===== src/rtl/bus_arbiter_pkg.sv =====
// Shared types for the instruction/data bus arbiter: FSM state encoding and
// the 2-bit grant code that is also exported on the debug grant port.
package bus_arbiter_pkg;

  typedef enum logic [1:0] {
    ARB_IDLE  = 2'd0,
    ARB_INSTR = 2'd1,
    ARB_DATA  = 2'd2
  } arb_state_t;

  localparam logic [1:0] GRANT_NONE  = 2'b00;
  localparam logic [1:0] GRANT_INSTR = 2'b01;
  localparam logic [1:0] GRANT_DATA  = 2'b10;

endpackage


===== src/rtl/bus_arbiter_starve_counter.sv =====
// Saturating starvation counter for the bus arbiter. It counts data
// completions that happen while an instruction request waits, and reports
// whether data may still take priority. Only built when
// BUS_ARBITER_STARVE_GUARD_EN is defined.
`ifdef BUS_ARBITER_STARVE_GUARD_EN
module starve_counter #(
  parameter int LIMIT = 4,
  parameter int WIDTH = 8
) (
  input  logic clk_i,
  input  logic rst_ni,
  input  logic inc_i,
  input  logic clr_i,
  output logic below_limit_o
);

  localparam logic [WIDTH-1:0] LimitVal = WIDTH'(LIMIT);

  logic [WIDTH-1:0] count_q;
  logic [WIDTH-1:0] count_d;

  // Clear wins over increment; increment stops once the limit is reached.
  always_comb begin
    count_d = count_q;
    if (clr_i) begin
      count_d = '0;
    end else if (inc_i && (count_q < LimitVal)) begin
      count_d = count_q + WIDTH'(1);
    end
  end

  // Counter register, cleared asynchronously by reset.
  always_ff @(posedge clk_i or negedge rst_ni) begin
    if (!rst_ni) begin
      count_q <= '0;
    end else begin
      count_q <= count_d;
    end
  end

  assign below_limit_o = (count_q < LimitVal);

endmodule
`endif


===== src/rtl/bus_arbiter.sv =====
// Arbiter sharing one memory port between the instruction and data buses.
// Data has priority; a granted transfer is locked until mem_ready_in.
// Optional feature macro: BUS_ARBITER_STARVE_GUARD_EN (instruction
// starvation guard). Without it, data has strict fixed priority.
import bus_arbiter_pkg::*;

module bus_arbiter #(
  parameter int STARVE_LIMIT = 4,
  parameter int STARVE_WIDTH = 8
) (
  input  logic        clk,
  input  logic        reset,
  input  logic [31:0] instr_address_in,
  input  logic        instr_read_in,
  output logic [31:0] instr_read_value_out,
  output logic        instr_ready_out,
  input  logic [31:0] data_address_in,
  input  logic        data_read_in,
  input  logic        data_write_in,
  input  logic [3:0]  data_write_mask_in,
  input  logic [31:0] data_write_value_in,
  output logic [31:0] data_read_value_out,
  output logic        data_ready_out,
  output logic [31:0] mem_address_out,
  output logic        mem_read_out,
  output logic        mem_write_out,
  output logic [3:0]  mem_write_mask_out,
  output logic [31:0] mem_write_value_out,
  input  logic [31:0] mem_read_value_in,
  input  logic        mem_ready_in,
  output logic [1:0]  grant_out
);

  arb_state_t state_q;
  logic       dataReq;
  logic       dataFirst;
  logic [1:0] grantSel;

  assign dataReq = data_read_in | data_write_in;

`ifdef BUS_ARBITER_STARVE_GUARD_EN
  logic belowLimit;
  logic starveInc;
  logic starveClr;

  assign starveClr = ~instr_read_in | ((grantSel == GRANT_INSTR) & mem_ready_in);
  assign starveInc = (grantSel == GRANT_DATA) & mem_ready_in;
  assign dataFirst = dataReq & belowLimit;

  starve_counter #(
    .LIMIT (STARVE_LIMIT),
    .WIDTH (STARVE_WIDTH)
  ) u_starve_counter (
    .clk_i         (clk),
    .rst_ni        (reset),
    .inc_i         (starveInc),
    .clr_i         (starveClr),
    .below_limit_o (belowLimit)
  );
`else
  // Strict priority ignores the starvation parameters; the tie-off keeps
  // them referenced.
  logic unusedParams;
  assign unusedParams = ^{STARVE_LIMIT, STARVE_WIDTH};
  assign dataFirst    = dataReq;
`endif

  // Pick the bus owner: the locked master while a transfer is open,
  // otherwise a fresh zero-latency arbitration.
  always_comb begin
    grantSel = GRANT_NONE;
    unique case (state_q)
      ARB_INSTR: grantSel = GRANT_INSTR;
      ARB_DATA:  grantSel = GRANT_DATA;
      default: begin
        if (dataFirst)          grantSel = GRANT_DATA;
        else if (instr_read_in) grantSel = GRANT_INSTR;
        else if (dataReq)       grantSel = GRANT_DATA;
      end
    endcase
  end

  // Steer the owner's request onto the memory port and route ready back;
  // everything is forced low while reset is held.
  always_comb begin
    mem_address_out     = '0;
    mem_read_out        = 1'b0;
    mem_write_out       = 1'b0;
    mem_write_mask_out  = '0;
    mem_write_value_out = '0;
    instr_ready_out     = 1'b0;
    data_ready_out      = 1'b0;
    grant_out           = GRANT_NONE;
    if (reset) begin
      grant_out = grantSel;
      if (grantSel == GRANT_INSTR) begin
        mem_address_out = instr_address_in;
        mem_read_out    = instr_read_in;
        instr_ready_out = mem_ready_in;
      end else if (grantSel == GRANT_DATA) begin
        mem_address_out     = data_address_in;
        mem_read_out        = data_read_in;
        mem_write_out       = data_write_in;
        mem_write_mask_out  = data_write_mask_in;
        mem_write_value_out = data_write_value_in;
        data_ready_out      = mem_ready_in;
      end
    end
  end

  assign instr_read_value_out = reset ? mem_read_value_in : '0;
  assign data_read_value_out  = reset ? mem_read_value_in : '0;

  // Lock FSM: enter a locked state only when the arbitration cycle did not
  // complete, and release on the cycle memory reports ready.
  always_ff @(posedge clk or negedge reset) begin
    if (!reset) begin
      state_q <= ARB_IDLE;
    end else begin
      unique case (state_q)
        ARB_IDLE: begin
          if (!mem_ready_in) begin
            if (grantSel == GRANT_INSTR)     state_q <= ARB_INSTR;
            else if (grantSel == GRANT_DATA) state_q <= ARB_DATA;
          end
        end
        default: begin
          if (mem_ready_in) state_q <= ARB_IDLE;
        end
      endcase
    end
  end

  // A locked master must keep its request up until memory completes it.
  assert property (@(posedge clk) disable iff (!reset)
                   (state_q == ARB_INSTR) |-> instr_read_in);
  assert property (@(posedge clk) disable iff (!reset)
                   (state_q == ARB_DATA) |-> dataReq);
  // Read and write together from the data master is illegal.
  assert property (@(posedge clk) disable iff (!reset)
                   !(data_read_in && data_write_in));

endmodule


===== config.mk =====
export PLATFORM = sky130hd
export DESIGN_NAME = bus_arbiter
export DESIGN_NICKNAME = d
export VERILOG_FILES = /design/src/rtl/bus_arbiter_pkg.sv /design/src/rtl/bus_arbiter_starve_counter.sv /design/src/rtl/bus_arbiter.sv
export SDC_FILE = /design/constraint.sdc
export NUM_CORES = 1
export LEC_CHECK = 0
export CAP_MARGIN = 20
export CORE_AREA = 2 2 108 110
export CTS_BUF_LIST = sky130_fd_sc_hd__clkbuf_4
export CTS_CLUSTER_SIZE = 16
export DETAILED_ROUTE_END_ITERATION = 10
export DIE_AREA = 0 0 110 112
export PLACE_DENSITY = 0.62
export SETUP_SLACK_MARGIN = 0.15
export SYNTH_ARGS = -nofsm -noshare
export SYNTH_HDL_FRONTEND = slang
export SYNTH_SLANG_ARGS = --single-unit

===== constraint.sdc =====
create_clock -name clk -period 2.3 [get_ports clk]
set_input_delay 0.345 -clock clk [delete_from_list [all_inputs] [get_ports clk]]
set_output_delay 0.345 -clock clk [all_outputs]
set_load 0.02 [all_outputs]

Figure 1. Signal wires on met2.
Bar = 20 microns.
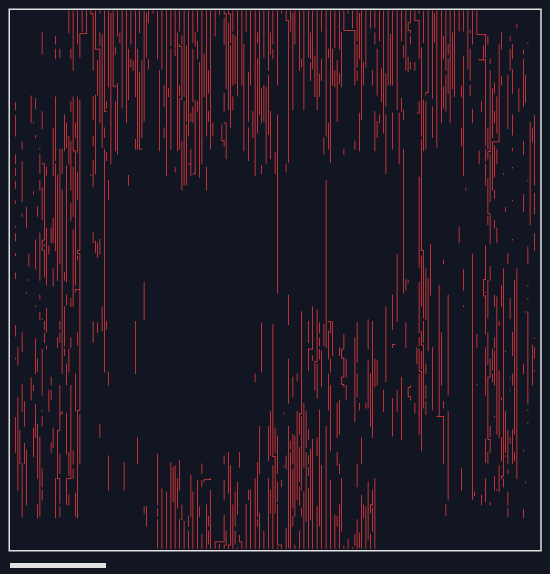
nets with wire on the layer: 572
longest straight run: 51.0 microns

Figure 2. Clock nets.
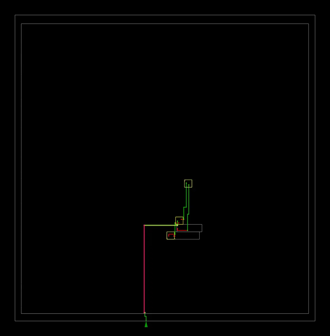
CTS Buf Count: 3
clk sinks: 2
worst-skew pair later-pin latency: 0.23 ns

Figure 3. Signal metal coverage by tile.
Bar = 20 microns. The die is cut into 22 by 22 equal tiles; dark purple is low, yellow is high, scaled to the fullest tile. Values are wire area over tile area, all layers added.
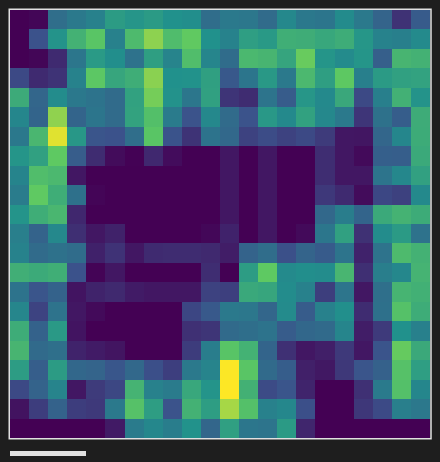
fullest tile: 0.41
mean over tiles: 0.13
emptiest ninth of the die: center

Figure 4. Signal wires on met3.
Bar = 20 microns.
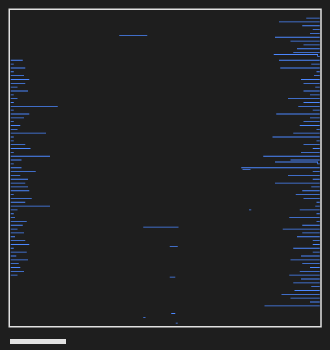
wire length on this layer: 821 microns
share of all routed wire: 8.1%
longest straight run: 27.5 microns
nets with wire on the layer: 138
main direction: horizontal

Figure 5. Signal wires on met1.
Cells faint in the background.
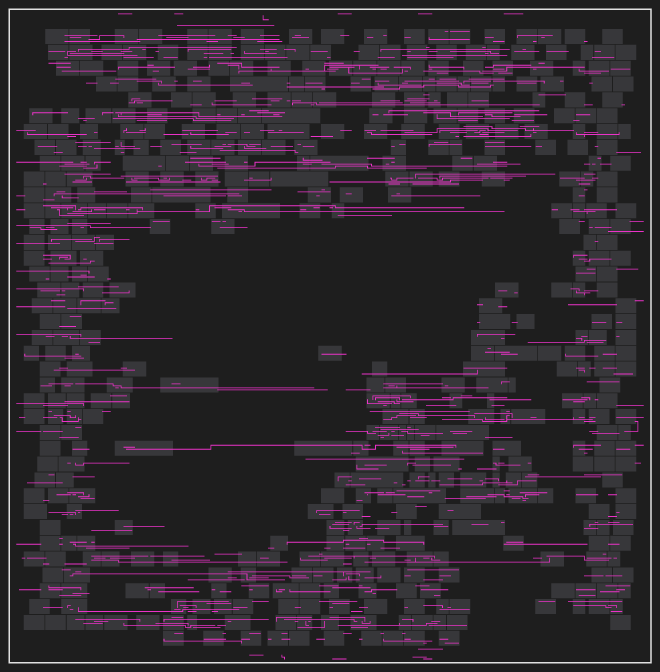
wire length on this layer: 3740 microns
longest straight run: 44.6 microns
nets with wire on the layer: 498

==> ci_impl_report.md <==
## PnR job results

| Metric | Value |
|---|---|
| Fin. Hold Viols | 0 |
| Synthesized area | 1520 sq um |
| Met2 wire len | 5550 microns |
| Combinational share of cell area | 0.294 |
| Worst R2R Start | state_q[0] |
| Worst reg2reg path endpoint | state_q[1] |
| Worst path cell trace | inv_2 > ha_4 > or4b_4 > o21ai_4 > buf_12 > buf_4 > a22oi_1 > nor2b_2 > buf_6 |
| WP buf/inv | 4 |
| PD cells | 992 nW/um^2 |
| Post-route antenna net violation count | 0 |
| Status | finished with violations |
| Max-cap violation count | 0 |
| Failing checks | negative setup slack |
| Setup ws final | -0.208 ns |
| #MultiIn Comb | 161 |
| Top Registers | state_q (2) |
| Nets | 634 |
| Met2 GRT Util | 0.294 |
| Crit-path max FO | 14 |
| Layout non-clock buf frac | 0.655 |
| Routed wire per std cell | 16.1 microns |
| CP Launch Type | flop |
| Chip height | 112 microns |
| Hold Buf Count CTS | 0 |
| First-pass GRT wire length | 14500 microns |
| Number of synthesized flops with an enable pin | 0 |
| R2R depth | 10 |
| IO Pins | 276 |
| Syn Area/Cell | 6.88 sq um |
| Largest class | buffers |
| Post-synth seq share | 0.0329 |
| Site row count | 39 |
| Worst min-delay path category | in -> async |
| Met1 usage | 0.172 |
| Bufs w/o clock | 319 |
| Die area | 12300 sq um |
| Cell variety after synth | 27 |
| Via count of the first global-routing pass | 2633 |
| I/O Buffers | 275 |
| Multi-input logic area | 1540 sq um |
| Yosys stat chip area | 1520 sq um |
| DRT Pass-1 Iters | 4 |
| Endpoints failing setup | 72 |
| Post-CTS Setup Bufs | 13 |
| H-tree levels | 1 |
| Worst setup endpoint | mem_address_out[1] |
| Critical Path RT | 1.96 ns |
| Largest register by flop count | state_q |
| GRT Residual Overflow | 0 |
| RSZ-0062 raised after global routing | yes |
[logic make-up after synthesis]
family | share of synthesized area
AND-OR/OR-AND | 0.213
adder cells (fa/ha/maj) | 0.0411
buffers and inverters | 0.242
flip-flops | 0.0329
multiplexers | 0.00658
AND/OR/NAND/NOR | 0.465
[through the flow]
step	TNS [ns]	std cells	utilization
after floorplan	0	221	-
after global placement	-33.28	599	0.390
after CTS	-9.03	624	0.445
after detailed placement	-35.39	599	0.390
final	-8.69	632	0.469
after global routing	-15.29	632	0.469
[cell usage in the layout (no fill, tap or decap)]
cell type	count
a211oi_2	1
a21boi_0	1
a21oi_1	1
a21oi_4	1
a22oi_1	12
a22oi_2	21
and2_1	32
and3_1	4
and3_4	35
buf_12	6
buf_16	9
buf_2	2
buf_4	26
buf_6	71
buf_8	2
clkbuf_4	3
clkdlybuf4s15_2	2
clkdlybuf4s50_1	199
dfrtp_1	2
dlygate4sd2_1	2
ha_1	2
ha_4	3
inv_1	2
inv_2	2
mux2i_1	1
nand2_1	3
nand2b_4	1
nor2_1	1
nor2b_1	1
nor2b_2	32
nor2b_4	1
nor3_2	1
nor3_4	1
o21ai_0	2
o21ai_4	1
o221a_2	1
o32ai_1	1
or4b_4	1
[power by group]
group / switching [mW] / internal [mW]
Clock: 0.0203 / 0.0576
Combinational: 2.20 / 2.85
Sequential: 0.00982 / 0.0511
Total: 2.23 / 2.96
[Yosys cell counts (2+ instances only)]
cell type  instances  share of area
and2_1            32           0.13
inv_1              4         0.0099
ha_1               5          0.041
dfrtp_1            2          0.033
a21oi_1            2         0.0066
buf_4             32           0.16
buf_6              2          0.015
clkbuf_1          15          0.037
nor2b_1           34           0.14
nand2_1            3         0.0074
buf_2              3         0.0099
a22oi_1           33           0.16
and3_1            39           0.16
o21ai_0            2         0.0066
No activity file was given, so power comes from the tool's default toggle rates.
